## src/rtl/gayle_pkg.sv

```systemverilog
// Shared constants for the Gayle/IDE bus-cycle front end: FSM encoding,
// address-match values and timing-parameter limits.
package gayle_pkg;

  localparam logic [2:0] ST_IDLE    = 3'd0;
  localparam logic [2:0] ST_REG     = 3'd1;
  localparam logic [2:0] ST_SETUP   = 3'd2;
  localparam logic [2:0] ST_STROBE  = 3'd3;
  localparam logic [2:0] ST_RD_ACK  = 3'd4;
  localparam logic [2:0] ST_WR_HOLD = 3'd5;
  localparam logic [2:0] ST_WR_ACK  = 3'd6;
  localparam logic [2:0] ST_RECOVER = 3'd7;

  localparam logic [7:0]  IDE_HI_MATCH  = 8'hDA;
  localparam logic [2:0]  IDE_MID_MATCH = 3'b001;
  localparam logic [11:0] REG_ALT_MATCH = 12'hDE1;

  localparam int CYC_MIN      = 1;
  localparam int CYC_MAX      = 255;
  localparam int REG_WAIT_MAX = 15;

  // Out-of-range timing values are pulled back into range so the counter
  // never loads 0 (which would never reach its terminal count).
  function automatic logic [7:0] clamp_cyc(input int val, input int hi);
    int lim;
    lim = (val < CYC_MIN) ? CYC_MIN : ((val > hi) ? hi : val);
    return lim[7:0];
  endfunction

endpackage

```

## src/rtl/gayle_ide_cycle_if.sv

```systemverilog
// 68k bus / IDE connector / Gayle-select signal bundle for the IDE cycle
// front end. The CPU side is the master; the cycle generator is the slave.
interface gayle_ide_cycle_if;

  logic        AS_N;
  logic        DS_N;
  logic        RW;
  logic [11:0] A;
  logic        IORDY;

  logic        GAYLE_CS_N;
  logic        IDE_CS0_N;
  logic        IDE_CS1_N;
  logic        IDE_RD_N;
  logic        IDE_WR_N;
  logic        BUF_OE_N;
  logic        DTACK_N;
  logic        TIMEOUT;

  modport master (
    output AS_N, DS_N, RW, A, IORDY,
    input  GAYLE_CS_N, IDE_CS0_N, IDE_CS1_N, IDE_RD_N, IDE_WR_N,
           BUF_OE_N, DTACK_N, TIMEOUT
  );

  modport slave (
    input  AS_N, DS_N, RW, A, IORDY,
    output GAYLE_CS_N, IDE_CS0_N, IDE_CS1_N, IDE_RD_N, IDE_WR_N,
           BUF_OE_N, DTACK_N, TIMEOUT
  );

endinterface

```

## src/rtl/gayle_cyc_counter.sv

```systemverilog
// Loadable 8-bit down-counter; saturates at 1, which is also its terminal
// count, so a state may linger (IORDY stretch, AS_N wait) without wrapping.
module gayle_cyc_counter (
  input  logic       CLKCPU,
  input  logic       RESET,
  input  logic       load,
  input  logic [7:0] load_val,
  output logic       tc
);

  logic [7:0] cnt_r;

  // Load on state entry, otherwise count down to 1 and hold there.
  always_ff @(posedge CLKCPU or posedge RESET) begin
    if (RESET) begin
      cnt_r <= 8'd0;
    end else if (load) begin
      cnt_r <= load_val;
    end else if (cnt_r > 8'd1) begin
      cnt_r <= cnt_r - 8'd1;
    end else begin
      cnt_r <= cnt_r;
    end
  end

  assign tc = (cnt_r == 8'd1);

endmodule

```

## src/rtl/gayle_ide_cycle.sv

```systemverilog
// Gayle/IDE bus-cycle front end: address decode, IDE chip selects and PIO
// strobes with programmable timing, Gayle register select and DTACK_N.
module gayle_ide_cycle
  import gayle_pkg::*;
#(
  parameter int SETUP_CYC  = 2,
  parameter int STROBE_CYC = 6,
  parameter int HOLD_CYC   = 2,
  parameter int REG_WAIT   = 1,
  parameter int IORDY_TMO  = 64
) (
  input  logic             CLKCPU,
  input  logic             RESET,
  gayle_ide_cycle_if.slave bus
);

  localparam logic [7:0] SETUP_LD  = clamp_cyc(SETUP_CYC, CYC_MAX);
  localparam logic [7:0] STROBE_LD = clamp_cyc(STROBE_CYC, CYC_MAX);
  localparam logic [7:0] HOLD_LD   = clamp_cyc(HOLD_CYC, CYC_MAX);
  localparam logic [7:0] REG_LD    = clamp_cyc(REG_WAIT, REG_WAIT_MAX);
  localparam logic [7:0] TMO_LD    = clamp_cyc(IORDY_TMO, CYC_MAX);

  logic [2:0] state_r;
  logic [2:0] state_s;
  logic       cs_sel_r;
  logic       cs_sel_s;
  logic       rw_r;
  logic       rw_s;
  logic [7:0] stretch_r;

  logic       ide_hit_s;
  logic       reg_hit_s;
  logic       start_s;
  logic       tc_s;
  logic       stretch_done_s;
  logic       strobe_done_s;
  logic       tmo_s;
  logic       load_s;
  logic [7:0] load_val_s;

  logic gayle_cs_n_s, cs0_n_s, cs1_n_s, rd_n_s, wr_n_s, buf_oe_n_s, dtack_n_s, timeout_s;
  logic gayle_cs_n_r, cs0_n_r, cs1_n_r, rd_n_r, wr_n_r, buf_oe_n_r, dtack_n_r, timeout_r;

  // Address decode and cycle-start qualification.
  always_comb begin
    ide_hit_s = (bus.A[11:4] == IDE_HI_MATCH) && (bus.A[3:1] == IDE_MID_MATCH);
    reg_hit_s = ((bus.A[11:4] == IDE_HI_MATCH) && bus.A[3]) || (bus.A == REG_ALT_MATCH);
    start_s   = (state_r == ST_IDLE) && !bus.AS_N && !bus.DS_N && (ide_hit_s || reg_hit_s);
    cs_sel_s  = start_s ? bus.A[0] : cs_sel_r;
    rw_s      = start_s ? bus.RW   : rw_r;
  end

  // Strobe exit: ready wins over an expiring stretch, so TIMEOUT only fires
  // when IORDY is still low at the expiry edge.
  always_comb begin
    stretch_done_s = (stretch_r == TMO_LD);
    strobe_done_s  = tc_s && (bus.IORDY || stretch_done_s);
    tmo_s          = (state_r == ST_STROBE) && !bus.AS_N && tc_s && !bus.IORDY && stretch_done_s;
  end

  // Next-state logic; AS_N high aborts any in-flight IDE phase.
  always_comb begin
    state_s = state_r;
    case (state_r)
      ST_IDLE: begin
        if (start_s) begin
          state_s = reg_hit_s ? ST_REG : ST_SETUP;
        end else begin
          state_s = ST_IDLE;
        end
      end
      ST_REG:     state_s = bus.AS_N ? ST_IDLE : ST_REG;
      ST_SETUP: begin
        if (bus.AS_N) begin
          state_s = ST_RECOVER;
        end else if (tc_s) begin
          state_s = ST_STROBE;
        end else begin
          state_s = ST_SETUP;
        end
      end
      ST_STROBE: begin
        if (bus.AS_N) begin
          state_s = ST_RECOVER;
        end else if (strobe_done_s) begin
          state_s = rw_r ? ST_RD_ACK : ST_WR_HOLD;
        end else begin
          state_s = ST_STROBE;
        end
      end
      ST_RD_ACK:  state_s = bus.AS_N ? ST_RECOVER : ST_RD_ACK;
      ST_WR_HOLD: begin
        if (bus.AS_N) begin
          state_s = ST_RECOVER;
        end else if (tc_s) begin
          state_s = ST_WR_ACK;
        end else begin
          state_s = ST_WR_HOLD;
        end
      end
      ST_WR_ACK:  state_s = bus.AS_N ? ST_IDLE : ST_WR_ACK;
      ST_RECOVER: state_s = tc_s ? ST_IDLE : ST_RECOVER;
      default:    state_s = ST_IDLE;
    endcase
  end

  // Counter reload value for the state being entered.
  always_comb begin
    load_s = (state_s != state_r);
    case (state_s)
      ST_REG:     load_val_s = REG_LD;
      ST_SETUP:   load_val_s = SETUP_LD;
      ST_STROBE:  load_val_s = STROBE_LD;
      ST_WR_HOLD: load_val_s = HOLD_LD;
      ST_RECOVER: load_val_s = HOLD_LD;
      default:    load_val_s = 8'd0;
    endcase
  end

  gayle_cyc_counter u_cnt (
    .CLKCPU   (CLKCPU),
    .RESET    (RESET),
    .load     (load_s),
    .load_val (load_val_s),
    .tc       (tc_s)
  );

  // Output values for the upcoming state, registered below so every pin
  // comes straight from a flop.
  always_comb begin
    gayle_cs_n_s = 1'b1;
    cs0_n_s      = 1'b1;
    cs1_n_s      = 1'b1;
    rd_n_s       = 1'b1;
    wr_n_s       = 1'b1;
    buf_oe_n_s   = 1'b1;
    dtack_n_s    = 1'b1;
    timeout_s    = tmo_s;
    case (state_s)
      ST_REG: begin
        gayle_cs_n_s = 1'b0;
        if ((state_r == ST_REG) && tc_s) begin
          dtack_n_s = 1'b0;
        end else begin
          dtack_n_s = 1'b1;
        end
      end
      ST_SETUP, ST_WR_HOLD, ST_RECOVER: begin
        cs0_n_s    = cs_sel_s;
        cs1_n_s    = !cs_sel_s;
        buf_oe_n_s = 1'b0;
      end
      ST_STROBE: begin
        cs0_n_s    = cs_sel_s;
        cs1_n_s    = !cs_sel_s;
        buf_oe_n_s = 1'b0;
        rd_n_s     = !rw_s;
        wr_n_s     = rw_s;
      end
      ST_RD_ACK: begin
        cs0_n_s    = cs_sel_s;
        cs1_n_s    = !cs_sel_s;
        buf_oe_n_s = 1'b0;
        rd_n_s     = 1'b0;
        dtack_n_s  = 1'b0;
      end
      ST_WR_ACK: dtack_n_s = 1'b0;
      default:   timeout_s = tmo_s;
    endcase
  end

  // FSM state and per-cycle latched select/direction.
  always_ff @(posedge CLKCPU or posedge RESET) begin
    if (RESET) begin
      state_r  <= ST_IDLE;
      cs_sel_r <= 1'b0;
      rw_r     <= 1'b1;
    end else begin
      state_r  <= state_s;
      cs_sel_r <= cs_sel_s;
      rw_r     <= rw_s;
    end
  end

  // IORDY stretch counter, cleared on every STROBE entry.
  always_ff @(posedge CLKCPU or posedge RESET) begin
    if (RESET) begin
      stretch_r <= 8'd0;
    end else if ((state_s == ST_STROBE) && (state_r != ST_STROBE)) begin
      stretch_r <= 8'd0;
    end else if ((state_r == ST_STROBE) && tc_s && !bus.IORDY && !stretch_done_s) begin
      stretch_r <= stretch_r + 8'd1;
    end else begin
      stretch_r <= stretch_r;
    end
  end

  // Output registers.
  always_ff @(posedge CLKCPU or posedge RESET) begin
    if (RESET) begin
      gayle_cs_n_r <= 1'b1;
      cs0_n_r      <= 1'b1;
      cs1_n_r      <= 1'b1;
      rd_n_r       <= 1'b1;
      wr_n_r       <= 1'b1;
      buf_oe_n_r   <= 1'b1;
      dtack_n_r    <= 1'b1;
      timeout_r    <= 1'b0;
    end else begin
      gayle_cs_n_r <= gayle_cs_n_s;
      cs0_n_r      <= cs0_n_s;
      cs1_n_r      <= cs1_n_s;
      rd_n_r       <= rd_n_s;
      wr_n_r       <= wr_n_s;
      buf_oe_n_r   <= buf_oe_n_s;
      dtack_n_r    <= dtack_n_s;
      timeout_r    <= timeout_s;
    end
  end

  assign bus.GAYLE_CS_N = gayle_cs_n_r;
  assign bus.IDE_CS0_N  = cs0_n_r;
  assign bus.IDE_CS1_N  = cs1_n_r;
  assign bus.IDE_RD_N   = rd_n_r;
  assign bus.IDE_WR_N   = wr_n_r;
  assign bus.BUF_OE_N   = buf_oe_n_r;
  assign bus.DTACK_N    = dtack_n_r;
  assign bus.TIMEOUT    = timeout_r;

endmodule

```

## src/flat_wrapper.sv

```systemverilog
// flat-port wrapper written by rule: the top's interface ports become plain ports
module gayle_ide_cycle_flat import gayle_pkg::*;
#(
  parameter int SETUP_CYC  = 2,
  parameter int STROBE_CYC = 6,
  parameter int HOLD_CYC   = 2,
  parameter int REG_WAIT   = 1,
  parameter int IORDY_TMO  = 64
)
  (CLKCPU, RESET, bus_AS_N, bus_DS_N, bus_RW, bus_A, bus_IORDY, bus_GAYLE_CS_N, bus_IDE_CS0_N, bus_IDE_CS1_N, bus_IDE_RD_N, bus_IDE_WR_N, bus_BUF_OE_N, bus_DTACK_N, bus_TIMEOUT);
  gayle_ide_cycle_if bus_i ();
  input  logic CLKCPU;
  input  logic RESET;
  input wire logic [$bits(bus_i.AS_N)-1:0] bus_AS_N;
  input wire logic [$bits(bus_i.DS_N)-1:0] bus_DS_N;
  input wire logic [$bits(bus_i.RW)-1:0] bus_RW;
  input wire logic [$bits(bus_i.A)-1:0] bus_A;
  input wire logic [$bits(bus_i.IORDY)-1:0] bus_IORDY;
  output wire logic [$bits(bus_i.GAYLE_CS_N)-1:0] bus_GAYLE_CS_N;
  output wire logic [$bits(bus_i.IDE_CS0_N)-1:0] bus_IDE_CS0_N;
  output wire logic [$bits(bus_i.IDE_CS1_N)-1:0] bus_IDE_CS1_N;
  output wire logic [$bits(bus_i.IDE_RD_N)-1:0] bus_IDE_RD_N;
  output wire logic [$bits(bus_i.IDE_WR_N)-1:0] bus_IDE_WR_N;
  output wire logic [$bits(bus_i.BUF_OE_N)-1:0] bus_BUF_OE_N;
  output wire logic [$bits(bus_i.DTACK_N)-1:0] bus_DTACK_N;
  output wire logic [$bits(bus_i.TIMEOUT)-1:0] bus_TIMEOUT;
  assign bus_i.AS_N = bus_AS_N;
  assign bus_i.DS_N = bus_DS_N;
  assign bus_i.RW = bus_RW;
  assign bus_i.A = bus_A;
  assign bus_i.IORDY = bus_IORDY;
  assign bus_GAYLE_CS_N = bus_i.GAYLE_CS_N;
  assign bus_IDE_CS0_N = bus_i.IDE_CS0_N;
  assign bus_IDE_CS1_N = bus_i.IDE_CS1_N;
  assign bus_IDE_RD_N = bus_i.IDE_RD_N;
  assign bus_IDE_WR_N = bus_i.IDE_WR_N;
  assign bus_BUF_OE_N = bus_i.BUF_OE_N;
  assign bus_DTACK_N = bus_i.DTACK_N;
  assign bus_TIMEOUT = bus_i.TIMEOUT;
  gayle_ide_cycle #(.SETUP_CYC(SETUP_CYC), .STROBE_CYC(STROBE_CYC), .HOLD_CYC(HOLD_CYC), .REG_WAIT(REG_WAIT), .IORDY_TMO(IORDY_TMO)) u_core (.CLKCPU(CLKCPU), .RESET(RESET), .bus(bus_i));
endmodule
```

## config.mk

```make
export PLATFORM = sky130hd
export DESIGN_NAME = gayle_ide_cycle_flat
export DESIGN_NICKNAME = d
export VERILOG_FILES = /design/src/rtl/gayle_pkg.sv /design/src/rtl/gayle_ide_cycle_if.sv /design/src/rtl/gayle_cyc_counter.sv /design/src/rtl/gayle_ide_cycle.sv /design/src/flat_wrapper.sv
export SDC_FILE = /design/constraint.sdc
export NUM_CORES = 1
export LEC_CHECK = 0
export ABC_AREA = 0
export CORE_MARGIN = 2
export CORE_UTILIZATION = 58
export CTS_BUF_LIST = sky130_fd_sc_hd__clkbuf_16
export CTS_CLUSTER_SIZE = 20
export DETAILED_ROUTE_END_ITERATION = 12
export GPL_ROUTABILITY_DRIVEN = 0
export GPL_TIMING_DRIVEN = 0
export PLACE_DENSITY_LB_ADDON = 0.15
export SYNTH_ARGS = -nofsm -noshare
export SYNTH_HDL_FRONTEND = slang
export SYNTH_HIERARCHICAL = 1
export SYNTH_SLANG_ARGS = --single-unit
```

## constraint.sdc

```tcl
create_clock -name CLKCPU -period 9.8 [get_ports CLKCPU]
set_input_delay 1.96 -clock CLKCPU [delete_from_list [all_inputs] [get_ports CLKCPU]]
set_output_delay 1.96 -clock CLKCPU [all_outputs]
set_load 0.02 [all_outputs]
```

==> ci_impl_report.md, run 1 <==
## PnR job results

| Metric | Value |
|---|---|
| Tap cell count | 44 |
| Total CTS buffers | 5 |
| Final #Nets | 252 |
| Status | finished, final reports clean |
| Setup Skew | 0.005572 ns |
| Antenna diode count | 0 |
| Root Driver | clkbuf_16 |
| Io pins | 26 |
| Total core area | ~0.0030 sq mm |
| CLK BUF | 5 |
| Post-DP Area | 0.002148 sq mm |
| Vias | 1662 |
| Clock sinks | 29 |
| DRC Markers | 0 |
| Startpoint Class | input port |
| Placed cells | 267 |
| Syn_area_per_cell | 9.423 sq um |
| CP Max Fanout | 10 |
| Logic area | 992.2 sq um |
| Hold-fix buffers at CTS | 0 |
| Aggregate routed wire length | between 4000 and 5000 um |
| Flops after synth | 29 |
| Largest net degree at the start of global routing | 22 |
| Top Layer Used | met4 |
| Vias in the first global route | 1663 |
-- run 1: logic make-up after synthesis --
family | count (synthesis) | synth area share (%)
and+or+nand+nor | 65 | 21.15
adders and majority gates | 4 | 2.738
other | 1 | 0.2051
xor gates and xnor gates | 10 | 4.791
AOI/OAI and AO/OA | 54 | 21.84
buffers and inverters | 26 | 6.297
DFF | 29 | 40.25
muxes | 5 | 2.738
-- run 1: cells in the final DEF (no fill, tap or decap), drive strengths merged, types with 5 or more instances in the layout --
master / count
o31ai: 5
nor3: 7
nand2: 14
clkdlybuf4s50: 25
conb: 5
clkbuf: 10
dfstp: 8
o21ai: 6
nand3: 6
nor2: 6
inv: 17
a21oi: 14
dfrtp: 21
mux2i: 5
xor2: 5
xnor2: 5
nor4b: 6
**Run 1: nets reached from selected ports**

Drawn at 8 px/um.
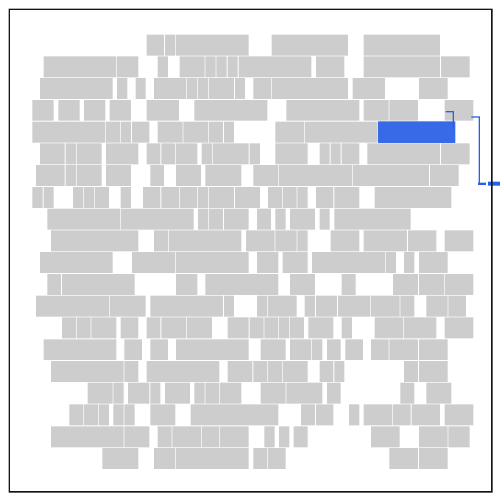
legend:
  bus_IDE_CS1_N:
    colour: blue
    bits: 1
    direction: output
    edge: east
    end_cells: 1
    buffers: 1
    wire: 12.9 um

**Run 1: wiring heat map**

Drawn at 6 px/um. The die is cut into 12 by 12 equal tiles; dark blue is low, red is high, scaled to the fullest tile. Values are wire area over tile area, all layers added.
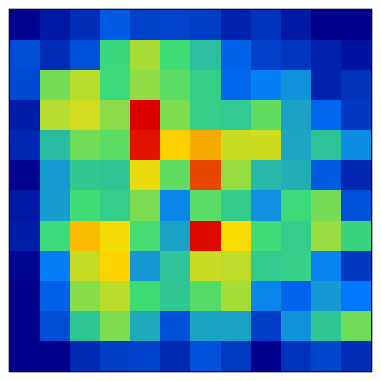
tiles over half the peak: 31%
nearly empty tiles: 6.9%
fullest tile: 0.56

**Run 1: sequential cells coloured by netlist name**

Drawn at 10 px/um. Other sequential cells in the stronger grey, the rest of the logic in the fainter grey.
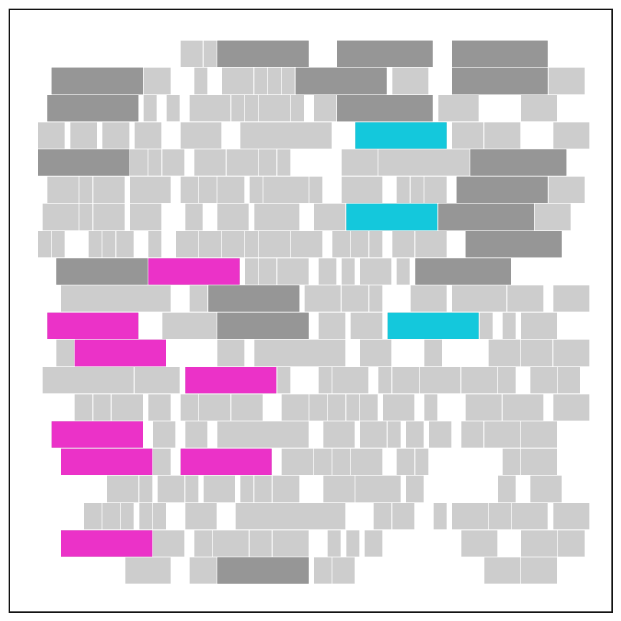
legend:
  u_core/state_r:
    colour: cyan
    placed_flops: 3
  u_core/stretch_r:
    colour: magenta
    placed_flops: 8
Flop+latch power: 0.190 mW
final core occ: 77.23%
Flop area: 735.7 sq um

**Run 1: placed standard cells**

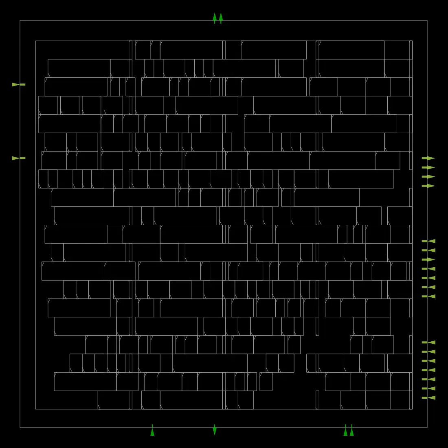

==> inputs of run 2 (changes only) <==
--- a/config.mk
+++ b/config.mk
@@ -7,7 +7,7 @@
 export LEC_CHECK = 0
 export ABC_AREA = 0
 export CORE_MARGIN = 2
-export CORE_UTILIZATION = 58
+export CORE_UTILIZATION = 49
 export CTS_BUF_LIST = sky130_fd_sc_hd__clkbuf_16
 export CTS_CLUSTER_SIZE = 20
 export DETAILED_ROUTE_END_ITERATION = 12
==> constraint.sdc (replaced) <==
create_clock -name CLKCPU -period 4 [get_ports CLKCPU]
set_input_delay 0.8 -clock CLKCPU [delete_from_list [all_inputs] [get_ports CLKCPU]]
set_output_delay 0.8 -clock CLKCPU [all_outputs]
set_load 0.02 [all_outputs]
**Run 2: placed standard cells**

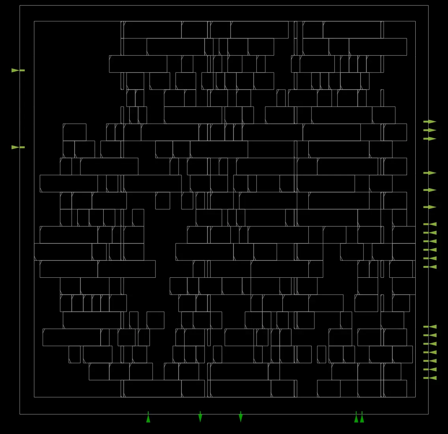
Final Instance Count excl. Fillers: 279
total core area: 0.003633 sq mm
final core occ: 63.36%
flop count: 29

==> run 2 against run 1 <==
- synthesized area stayed put
- highest routed layer unchanged
- clock power grew 84%
- final area fell by 1.6%
- combinational power grew 140%
- global-route usage decreased by 6.7 points
- power rose by 130%
==> ci_impl_report.md, run 2 <==
## PnR job results

| Metric | Value |
|---|---|
| Commonest Layout Cell | clkdlybuf4s50_1 |
| Area fraction in mux cells | 2.738% |
| Startpoint Class | flop |
| Total CTS buffers | 5 |
| CP Max Fanout | 10 |
| Top Layout Cells | clkdlybuf4s50_1, dfrtp_1, inv_1 |
| Top Layer Used | met4 |
| Largest net degree at the start of global routing | 22 |
| Post-DP Area | roughly 0.0022 sq mm |
| Initial antenna violation count | 0 |
| Fa+ha+maj area frac | 2.738% |
| Comb area leader | AND-OR/OR-AND gates |
| Logic area | 998.5 sq um |
| Flops after synth | 29 |
| Flop area | ~740 sq um |
| Antenna diode count | 0 |
| Root Driver | clkbuf_16 |
| Vias | 1616 |
| Status | finished, final reports clean |
| DRC Markers | 0 |
| Flop+latch power | around 0.46 mW |
| Compound Share, Synth | 21.83% |
| Final #Nets | 252 |
| GRT met3 Usage | about 5.2% |
| And+or+nand+nor area frac | 21.15% |
| Aggregate routed wire length | 4330 um |
| Count leader, synth | dfrtp_1 |
| Vias in the first global route | 1545 |
| Yosys xor share | 4.791% |
| Share of post-route cells with drive strength above 1 | 13.42% |
| CLK BUF | 5 |
| Clock sinks | 29 |
| Syn_area_per_cell | 9.423 sq um |
**Run 2: sequential cells coloured by netlist name**

Drawn at 10 px/um. Other sequential cells in the stronger grey, the rest of the logic in the fainter grey.
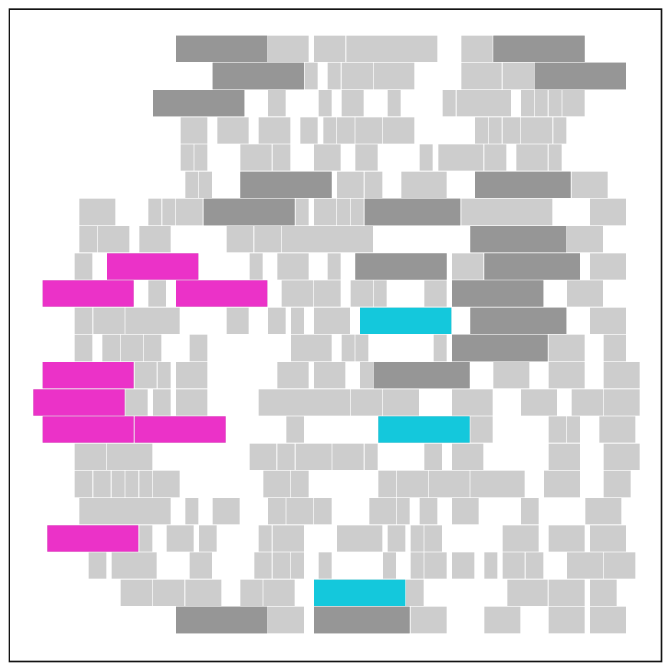
legend:
  u_core/state_r:
    colour: cyan
    placed_flops: 3
  u_core/stretch_r:
    colour: magenta
    placed_flops: 8
    where: west

[run 2: cell counts after synthesis]
Identical to the previous run, type by type.
[run 2: through the flow]
stage | utilization, % | setup slack, ns | power [mW] | std cells
global placement | 59.26 | 0.1018 | 1.284 | 271
CTS | 63.36 | 0.3977 | 1.708 | 279
floorplan | - | 0.7312 | 1.101 | 198
global route | 63.36 | 0.1632 | 1.813 | 279
detailed placement | 59.26 | -0.07087 | 1.331 | 271
finish | 63.36 | 0.3755 | 1.714 | 279
[run 2: timing repair]
item,in CTS,in global routing
setup endpoints to repair,8,0
hold buffers,0,0
gates resized,1,0
[run 2: tightest hold or removal path, cell delays in order (launching register included)]
cell	delay, ns
dfrtp_1	0.32
mux2i_1	0.09
inv_1	0.08
**Run 2: nets reached from selected ports**

Drawn at 8 px/um.
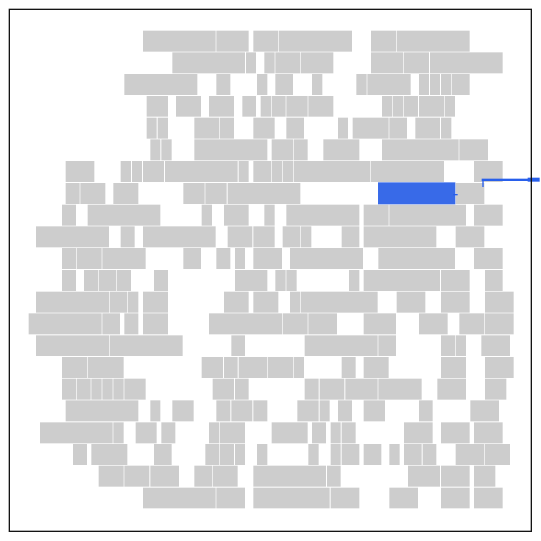

==> inputs of run 3 (changes only) <==
--- a/config.mk
+++ b/config.mk
@@ -7,13 +7,13 @@
 export LEC_CHECK = 0
 export ABC_AREA = 0
 export CORE_MARGIN = 2
-export CORE_UTILIZATION = 49
+export CORE_UTILIZATION = 54
 export CTS_BUF_LIST = sky130_fd_sc_hd__clkbuf_16
 export CTS_CLUSTER_SIZE = 20
 export DETAILED_ROUTE_END_ITERATION = 12
 export GPL_ROUTABILITY_DRIVEN = 0
 export GPL_TIMING_DRIVEN = 0
-export PLACE_DENSITY_LB_ADDON = 0.15
+export PLACE_DENSITY_LB_ADDON = 0.3
 export SYNTH_ARGS = -nofsm -noshare
 export SYNTH_HDL_FRONTEND = slang
 export SYNTH_HIERARCHICAL = 1
==> constraint.sdc (replaced) <==
create_clock -name CLKCPU -period 3.85 [get_ports CLKCPU]
set_input_delay 0.77 -clock CLKCPU [delete_from_list [all_inputs] [get_ports CLKCPU]]
set_output_delay 0.77 -clock CLKCPU [all_outputs]
set_load 0.02 [all_outputs]
**Run 3: nets reached from selected ports**

Drawn at 8 px/um.
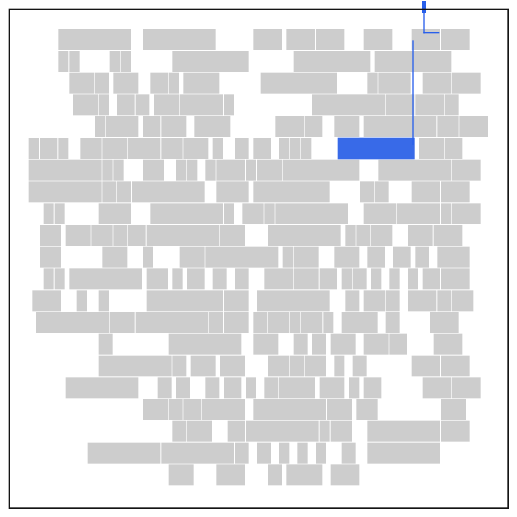
legend:
  bus_IDE_CS1_N:
    colour: blue
    bits: 1
    direction: output
    edge: north
    end_cells: 1
    buffers: 1
    wire: 17.4 um

==> run 3 against run 2 <==
- clock-buffer cell count stayed put
- first-iteration DRC count is 45% higher
- worst hold slack better by 0.013 ns
- sequential power is 4% higher
- worst setup slack worse by 0.10 ns
- die size is 8.7% lower
- core utilization is 6.7 points higher
- maximum frequency is 1.3% higher
- final area is 0.11% lower
- non-clock buffer count stayed put
==> ci_impl_report.md, run 3 <==
## PnR job results

| Metric | Value |
|---|---|
| FFs w/ async S/R, synth | 100.0% |
| Largest net degree at the start of global routing | 22 |
| Vias | 1603 |
| Clock sinks | 29 |
| Post-CTS sizing | 1 |
| Pwr top | combinational logic |
| Placed cells | about 270 |
| Yosys xor share | 4.791% |
| CP Max Fanout | 10 |
| Final worst slack | 0.2732 ns |
| Total CTS buffers | 5 |
| Relative slew slack | 36.65% |
| Startpoint Class | flop |
| Post-DP Area | 0.002151 sq mm |
| Aggregate routed wire length | 4038 um |
| Final hold viol count | 0 |
| Status | finished, final reports clean |
| Initial DRC Count | 87 |
| Initial antenna violation count | 0 |
| Root Driver | clkbuf_16 |
| Worst slack, placed | -0.1415 ns |
| Logic area | 998.5 sq um |
| DRC Markers | 0 |
| Vias in the first global route | 1552 |
| Commonest Layout Cell | clkdlybuf4s50_1 |
| Flop+latch power | 0.483 mW |
| Fa+ha+maj area frac | 2.738% |
| And+or+nand+nor area frac | 21.15% |
| Top Layout Cells | clkdlybuf4s50_1, dfrtp_1, inv_1 |
| Antenna diode count | 0 |
| Total core area | 0.003284 sq mm |
| Final Instance Count excl. Fillers | 277 |
| Yosys synthesis chip area | 0.001828 sq mm |
| Io pins | 26 |
| Compound Share, Synth | 21.83% |
| Share of post-route cells with drive strength above 1 | 13.42% |
| CTS tree | built |
| Count leader, synth | dfrtp_1 |
| Area fraction in mux cells | 2.738% |
| Syn_area_per_cell | 9.423 sq um |
| Flop area | 735.7 sq um |
| Setup TNS | 0 ns |
| Design Power | 1.746 mW |
**Run 3: placed standard cells**

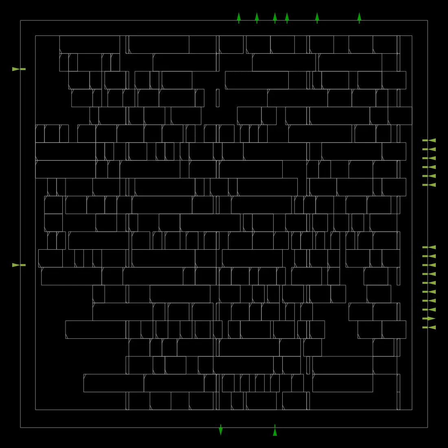
fraction of area in registers: 31.99%
final core occ: 70.02%

==> run 3: cell counts after synthesis <==
Identical to the previous run, type by type.
==> run 3: final cells by class <==
type,instances,area share (%)
sequential,29,31.99
timing repair buffer,25,10.88
clock inverter,3,0.7617
clock buffer,5,5.441
tap,46,2.503
inverter,17,2.775
buffer,9,2.231
multi-input combinational,143,43.42
==> run 3: layer usage <==
layer | vias to the layer above | GRT usage [%]
li1 | 788 | -
met1 | 749 | 26.95
met2 | 54 | 36.41
met3 | 12 | 6.703
met4 | 0 | 10.56
met5 | - | 0
==> run 3: critical path, cell delays in order, from the launching register on <==
cell and delay, ns:
dfrtp_1 0.40, or4_4 0.54, buf_6 0.16, nor4b_2 0.66, a21oi_1 0.19, a211oi_2 0.49, a21oi_1 0.12, nand4b_1 0.34
clkbuf_1 0.30, o31ai_1 0.29

==> screenshots <==
Wiring by layer.
Drawn at 6 px/um. Only two layers are drawn.
image #1
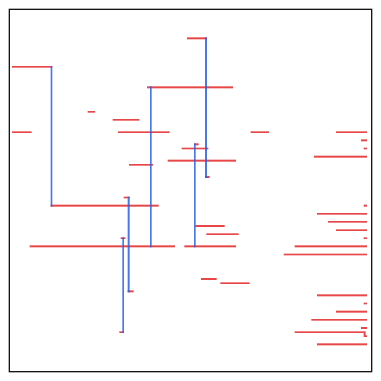
image #2
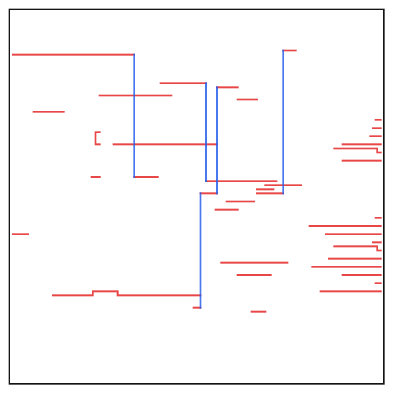
image #3
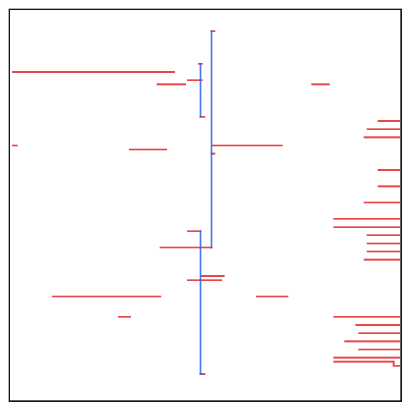
Run 1 is image #1.
Run 2 is image #3.
Run 3 is image #2.

Power figures rest on the tool's default switching activity, not on a simulated workload.
